<file path="config.mk">
export PLATFORM = sky130hd
export DESIGN_NAME = pong_game_ctrl
export DESIGN_NICKNAME = d
export VERILOG_FILES = /design/src/rtl/pong_game_ctrl.sv
export SDC_FILE = /design/constraint.sdc
export NUM_CORES = 1
export LEC_CHECK = 0
export CAP_MARGIN = 10
export CORE_ASPECT_RATIO = 0.7
export CORE_MARGIN = 2
export CORE_UTILIZATION = 40
export CTS_CLUSTER_DIAMETER = 50
export DETAILED_ROUTE_END_ITERATION = 8
export HOLD_SLACK_MARGIN = 0.1
export PLACE_DENSITY = 0.63
export SYNTH_ARGS = -nofsm -noshare
export SYNTH_HDL_FRONTEND = slang
export SYNTH_SLANG_ARGS = --single-unit
</file>
<file path="constraint.sdc">
create_clock -name i_pixel_clk -period 2.5 [get_ports i_pixel_clk]
set_input_delay 0.375 -clock i_pixel_clk [delete_from_list [all_inputs] [get_ports i_pixel_clk]]
set_output_delay 0.375 -clock i_pixel_clk [all_outputs]
set_load 0.1 [all_outputs]
</file>
<file path="src/rtl/pong_game_ctrl.sv">
`default_nettype none
// ============================================================================
// Module      : pong_game_ctrl
// Description : Game-flow controller for the pong datapath. It sequences
//               IDLE -> SERVE -> PLAY -> OVER, holds the datapath in reset
//               outside PLAY, keeps a packed-BCD hit score and a lives count,
//               switches the puck to fast speed after enough hits, and
//               blinks the score display while the game-over screen is shown.
// Ports       : i_pixel_clk  - sole clock, rising edge
//               i_rst        - asynchronous active-high reset
//               i_nf         - one-cycle new-frame strobe
//               i_start      - debounced start button (level)
//               i_game_over  - miss flag from the datapath (level)
//               i_hit        - one-cycle paddle-contact strobe
//               o_pong_rst   - datapath reset, high in every state but PLAY
//               o_puck_speed - 0 slow, 1 fast
//               o_score      - four-digit packed BCD hit count
//               o_lives      - remaining lives
//               o_state      - IDLE=0, SERVE=1, PLAY=2, OVER=3
//               o_blink      - score blink enable, only active in OVER
// Revision    : 1.0 - initial release
// ============================================================================
module pong_game_ctrl #(
    parameter int SERVE_FRAMES = 120,
    parameter int OVER_FRAMES  = 180,
    parameter int LIVES        = 3,
    parameter int HITS_TO_FAST = 8
) (
    input  logic        i_pixel_clk,
    input  logic        i_rst,
    input  logic        i_nf,
    input  logic        i_start,
    input  logic        i_game_over,
    input  logic        i_hit,
    output logic        o_pong_rst,
    output logic        o_puck_speed,
    output logic [15:0] o_score,
    output logic [1:0]  o_lives,
    output logic [1:0]  o_state,
    output logic        o_blink
);

    localparam int C_MAX_FRAMES = (SERVE_FRAMES > OVER_FRAMES) ? SERVE_FRAMES : OVER_FRAMES;
    localparam int C_FW         = $clog2(C_MAX_FRAMES + 1);
    localparam int C_HW         = $clog2(HITS_TO_FAST + 1);

    typedef enum logic [1:0] {
        ST_IDLE  = 2'd0,
        ST_SERVE = 2'd1,
        ST_PLAY  = 2'd2,
        ST_OVER  = 2'd3
    } state_t;

    state_t            r_state, w_state_nxt;
    logic [C_FW-1:0]   r_frame, w_frame_nxt;
    logic [C_HW-1:0]   r_hits,  w_hits_nxt;
    logic [15:0]       r_score, w_score_nxt;
    logic [1:0]        r_lives, w_lives_nxt;
    logic              r_speed, w_speed_nxt;
    logic              r_blink, w_blink_nxt;
    logic              r_start;
    logic              r_start_armed;
    logic              w_start_evt;

    // Increment packed BCD by one with decimal carry (caller handles 9999).
    function automatic logic [15:0] bcd_inc(input logic [15:0] v);
        logic [15:0] r;
        logic        c;
        r = v;
        c = 1'b1;
        for (int d = 0; d < 4; d++) begin
            if (c) begin
                if (r[d*4 +: 4] == 4'd9) begin
                    r[d*4 +: 4] = 4'd0;
                end else begin
                    r[d*4 +: 4] = r[d*4 +: 4] + 4'd1;
                    c = 1'b0;
                end
            end
        end
        return r;
    endfunction

    // A start event is a rising edge of i_start. After reset the button must
    // first be seen low, so a button held through reset cannot start a game.
    assign w_start_evt = i_start && !r_start && r_start_armed;

    always_ff @(posedge i_pixel_clk or posedge i_rst) begin
        if (i_rst) begin
            r_state       <= ST_IDLE;
            r_frame       <= '0;
            r_hits        <= '0;
            r_score       <= '0;
            r_lives       <= '0;
            r_speed       <= 1'b0;
            r_blink       <= 1'b0;
            r_start       <= 1'b0;
            r_start_armed <= 1'b0;
        end else begin
            r_state       <= w_state_nxt;
            r_frame       <= w_frame_nxt;
            r_hits        <= w_hits_nxt;
            r_score       <= w_score_nxt;
            r_lives       <= w_lives_nxt;
            r_speed       <= w_speed_nxt;
            r_blink       <= w_blink_nxt;
            r_start       <= i_start;
            r_start_armed <= r_start_armed | ~i_start;
        end
    end

    always_comb begin
        w_state_nxt = r_state;
        w_frame_nxt = r_frame;
        w_hits_nxt  = r_hits;
        w_score_nxt = r_score;
        w_lives_nxt = r_lives;
        // Fast speed latches one cycle after the hit counter saturates and
        // stays set across serves; only a new game start clears it.
        w_speed_nxt = r_speed | (r_hits == C_HW'(HITS_TO_FAST));
        w_blink_nxt = r_blink;

        case (r_state)
            ST_IDLE: begin
                if (w_start_evt) begin
                    w_state_nxt = ST_SERVE;
                    w_lives_nxt = 2'(LIVES);
                    w_score_nxt = '0;
                    w_hits_nxt  = '0;
                    w_speed_nxt = 1'b0;
                    w_frame_nxt = '0;
                    w_blink_nxt = 1'b0;
                end
            end
            ST_SERVE: begin
                if (i_nf) begin
                    if (r_frame == C_FW'(SERVE_FRAMES - 1)) begin
                        w_state_nxt = ST_PLAY;
                        w_frame_nxt = '0;
                    end else begin
                        w_frame_nxt = r_frame + C_FW'(1);
                    end
                end
            end
            ST_PLAY: begin
                // A miss outranks a simultaneous hit; the hit is dropped.
                if (i_game_over) begin
                    w_frame_nxt = '0;
                    if (r_lives > 2'd1) begin
                        w_lives_nxt = r_lives - 2'd1;
                        w_state_nxt = ST_SERVE;
                    end else begin
                        w_lives_nxt = 2'd0;
                        w_state_nxt = ST_OVER;
                    end
                end else if (i_hit) begin
                    if (r_score != 16'h9999) begin
                        w_score_nxt = bcd_inc(r_score);
                    end
                    if (r_hits != C_HW'(HITS_TO_FAST)) begin
                        w_hits_nxt = r_hits + C_HW'(1);
                    end
                end
            end
            ST_OVER: begin
                if (i_nf) begin
                    if (r_frame == C_FW'(OVER_FRAMES - 1)) begin
                        w_state_nxt = ST_IDLE;
                        w_frame_nxt = '0;
                        w_blink_nxt = 1'b0;
                    end else begin
                        w_frame_nxt = r_frame + C_FW'(1);
                        // Counter holds (strobes seen - 1); toggle on every 16th.
                        if ((int'(r_frame) % 16) == 15) begin
                            w_blink_nxt = ~r_blink;
                        end
                    end
                end
            end
            default: begin
                w_state_nxt = ST_IDLE;
            end
        endcase
    end

    assign o_pong_rst   = (r_state != ST_PLAY);
    assign o_puck_speed = r_speed;
    assign o_score      = r_score;
    assign o_lives      = r_lives;
    assign o_state      = r_state;
    assign o_blink      = r_blink;

endmodule
`default_nettype wire

</file>
==> images/layers.png <==
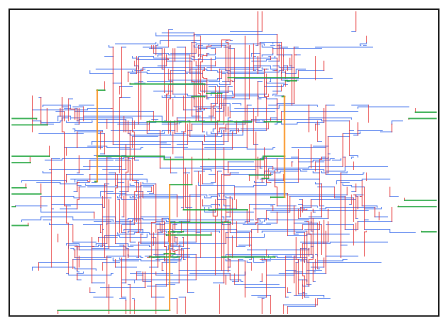
| color | layer | wire length |
|---|---|---|
| blue | M1 | 2740 µm |
| red | M2 | 1940 µm |
| green | M3 | 274 µm |
| orange | M4 | 68.7 µm |

==> impl_metrics.env <==
# physical design summary
export IMPL_outcome="finished clean"
export IMPL_highest_layer="met4"
export IMPL_worst_path_max_delay_cell="dfrtp_1"
export IMPL_yosysChipArea_mm2=0.00219
export IMPL_htree_levels=2
export IMPL_maxCapViolCount=0
export IMPL_syn_area_mm2=0.00219
export IMPL_critPathCaptureType="register"
export IMPL_fin_tns_setup_ns=0
export IMPL_max_vdd_ir_drop_mv=1.08
export IMPL_min_path_type="primary input to asynchronous set/reset pin"
export IMPL_wl_per_cell_um=14.9
export IMPL_required_ns=2.67
export IMPL_place_gp_congestion=0.853
export IMPL_num_vias=1857
export IMPL_die_area_mm2=0.00610
export IMPL_io_pins=29
export IMPL_cts_resized=0
export IMPL_avgSynthCellArea_um2=9.63
export IMPL_io_buffers=28
export IMPL_clk_path_buf_depth=2
export IMPL_ys_types=56
export IMPL_instances_no_fill=336
export IMPL_hold_buffers=0
export IMPL_logic_area_mm2=0.00118
export IMPL_top_area_frac=0.410
export IMPL_yosys_cells=228
export IMPL_grt_use_total=0.182
export IMPL_p_leak_uw=0.00124
export IMPL_grt_max_degree=37
export IMPL_pre_cts_slack_ns=0.232
export IMPL_drc=0
export IMPL_edf_count=0
export IMPL_reg2reg_depth=4
export IMPL_crit_end="o_score[5]$_DFFE_PP0P_"
export IMPL_grt_pass1_wl_mm=8.64
export IMPL_std_cell_rows=22
export IMPL_met3_length_um=274
export IMPL_wl_mm=5.01
export IMPL_drt_met1_wl_mm=2.74
export IMPL_critical_path_arrival_ns=2.15
export IMPL_clock_fmax_mhz=505
export IMPL_dieHeight_um=66.0
export IMPL_warning_count=31
export IMPL_fin_crit_ns=1.98
export IMPL_post_route_period_util=0.792
export IMPL_cts_tree="done"
export IMPL_grt_pass1_vias=1701
export IMPL_regArea_um2=901
export IMPL_route_detailed_vias_per_inst=5.53
export IMPL_cts_made_buffers=5
export IMPL_startpoint_type="register"
export IMPL_worstSetupPathType="register to register"
export IMPL_timing_slew_headroom=0.649
export IMPL_worstMarginPinSlew_ns=0.523
export IMPL_crit_path_start="o_state[1]$_DFFE_PP0P_"
export IMPL_synthTopCellsByArea="dfrtp_1 41%, ha_1 6.3%, nand2_1 3.4%"
export IMPL_fp_util=0.417
export IMPL_dr_pass1_iters=4
export IMPL_clock_latency_late_pin_ns=0.29
export IMPL_slowest_delay_ns=0.59
export IMPL_hold_viol=0
export IMPL_dp_hpwl_mm=3.66
export IMPL_cts_root_buf="clkbuf_8"
export IMPL_overflow=0
export IMPL_core_area_mm2=0.00526
export IMPL_powerDensity_mw_per_mm2=771
export IMPL_syn_to_final_growth_pct=21.1
export IMPL_synth_top_cell_by_area="dfrtp_1"
export IMPL_clk_pin_slew_ns=0.07
export IMPL_cts_sinks=36
export IMPL_place_inst=328
export IMPL_n_fill_cell=492
export IMPL_nNetsFinal=280
export IMPL_critical_path_max_fanout=13
export IMPL_drive_above_1_share=0.189
export IMPL_die_w_um=92.5
export IMPL_antenna_found_initial=0
export IMPL_ys_flop_type="dfrtp_1"
export IMPL_regToRegSetupSlack_ns=0.52
export IMPL_crit_buf_inv=0
export IMPL_path_cells="and4bb_1, a21oi_4, nor3_2, mux2_2"
export IMPL_netlist_instances=228
export IMPL_crit_family="simple AND/OR/NAND/NOR gates"
==> images/m3.png <==
Bar = 20 µm.
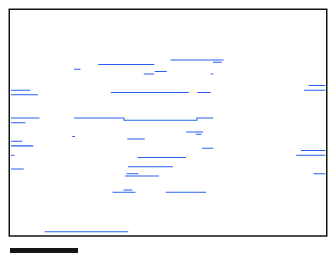
wire length on this layer: 274 µm
share of all routed wire: 5.5%
nets with wire on the layer: 30

worst register-to-register path: cells and delay by family (launching register included):
| kind | cells | cell delay (ns) |
|---|---|---|
| compound gates | 1 | 0.12 |
| flops | 1 | 0.59 |
| simple gates | 2 | 0.79 |
| mux | 1 | 0.37 |
metal layers:
metal | up-vias | track usage
met5 | - | 0
met4 | 0 | 0.0578
met3 | 8 | 0.0399
met2 | 53 | 0.237
met1 | 877 | 0.290
li1 | 919 | -
kinds of logic after synthesis:
kind of cell,share of synthesized area
AND-OR/OR-AND,0.178
AND/OR/NAND/NOR,0.249
buffers and inverters,0.0513
adder cells (fa/ha/maj),0.0627
XOR/XNOR,0.0120
flip-flops,0.410
multiplexers,0.0359
cell usage after synthesis (4+ instances only):
cell,instances
nand3_1,9
nor2_1,18
and3_1,4
a21oi_1,6
o22ai_1,7
a41oi_1,4
inv_1,19
o21ai_0,10
ha_1,11
nand4_1,4
dfrtp_1,36
a31oi_1,6
and3b_1,4
nand2_1,20
nand3b_1,4
final cells by class:
| type | instances | area share |
|---|---|---|
| clock buffer | 7 | 0.0363 |
| inverter | 19 | 0.0268 |
| sequential | 36 | 0.339 |
| timing repair buffer | 35 | 0.108 |
| multi-input combinational | 166 | 0.444 |
| clock inverter | 1 | 0.0113 |
| tap | 72 | 0.0339 |
flip-flops by register name, indices dropped and copies added, names as in the netlist:
name / count
o_score: 16
r_frame: 8
r_hits: 4
o_lives: 2
o_state: 2
o_blink: 1
o_puck_speed: 1
r_start: 1
r_start_armed: 1
power breakdown:
group	internal (µW)	total, µW	switching [µW]	leakage (µW)
clock	352	564	212	0.0000645
combinational	183	668	485	0.000740
sequential	686	817	131	0.000433
total	1220	2050	828	0.00124
metrics by stage:
| stage | cell area, µm² | utilization | hold WS [ns] |
|---|---|---|---|
| floorplan | 2190 | - | 0.406 |
| global placement | 2530 | 0.481 | 0.477 |
| detailed placement | 2530 | 0.481 | 0.478 |
| CTS | 2660 | 0.505 | 0.495 |
| global route | 2660 | 0.505 | 0.539 |
| finish | 2660 | 0.505 | 0.488 |
cells in the final DEF, fill, tap and decap left out, types with 2 or more instances in the layout:
| master | count |
|---|---|
| xor2_1 | 2 |
| a22o_1 | 3 |
| a211o_1 | 3 |
| dfrtp_1 | 36 |
| nor3_1 | 3 |
| and3_1 | 4 |
| nand3b_1 | 4 |
| nand4bb_1 | 2 |
| mux2_2 | 3 |
| a21o_1 | 3 |
| clkbuf_8 | 7 |
| nor2_1 | 18 |
| o22ai_1 | 7 |
| nand4_1 | 4 |
| clkdlybuf4s50_1 | 5 |
| nand2_1 | 20 |
| mux2i_1 | 3 |
| o211ai_1 | 3 |
| nor4_1 | 2 |
| o21ai_0 | 10 |
| nand3_1 | 9 |
| a41oi_1 | 4 |
| nand2b_1 | 3 |
| a21oi_1 | 6 |
| ha_1 | 11 |
| and4bb_2 | 2 |
| o21a_1 | 3 |
| buf_4 | 29 |
| and3b_1 | 4 |
| nor3b_1 | 2 |
| inv_1 | 19 |
| a31oi_1 | 6 |
Power figures rest on the tool's default switching activity, not on a simulated workload.
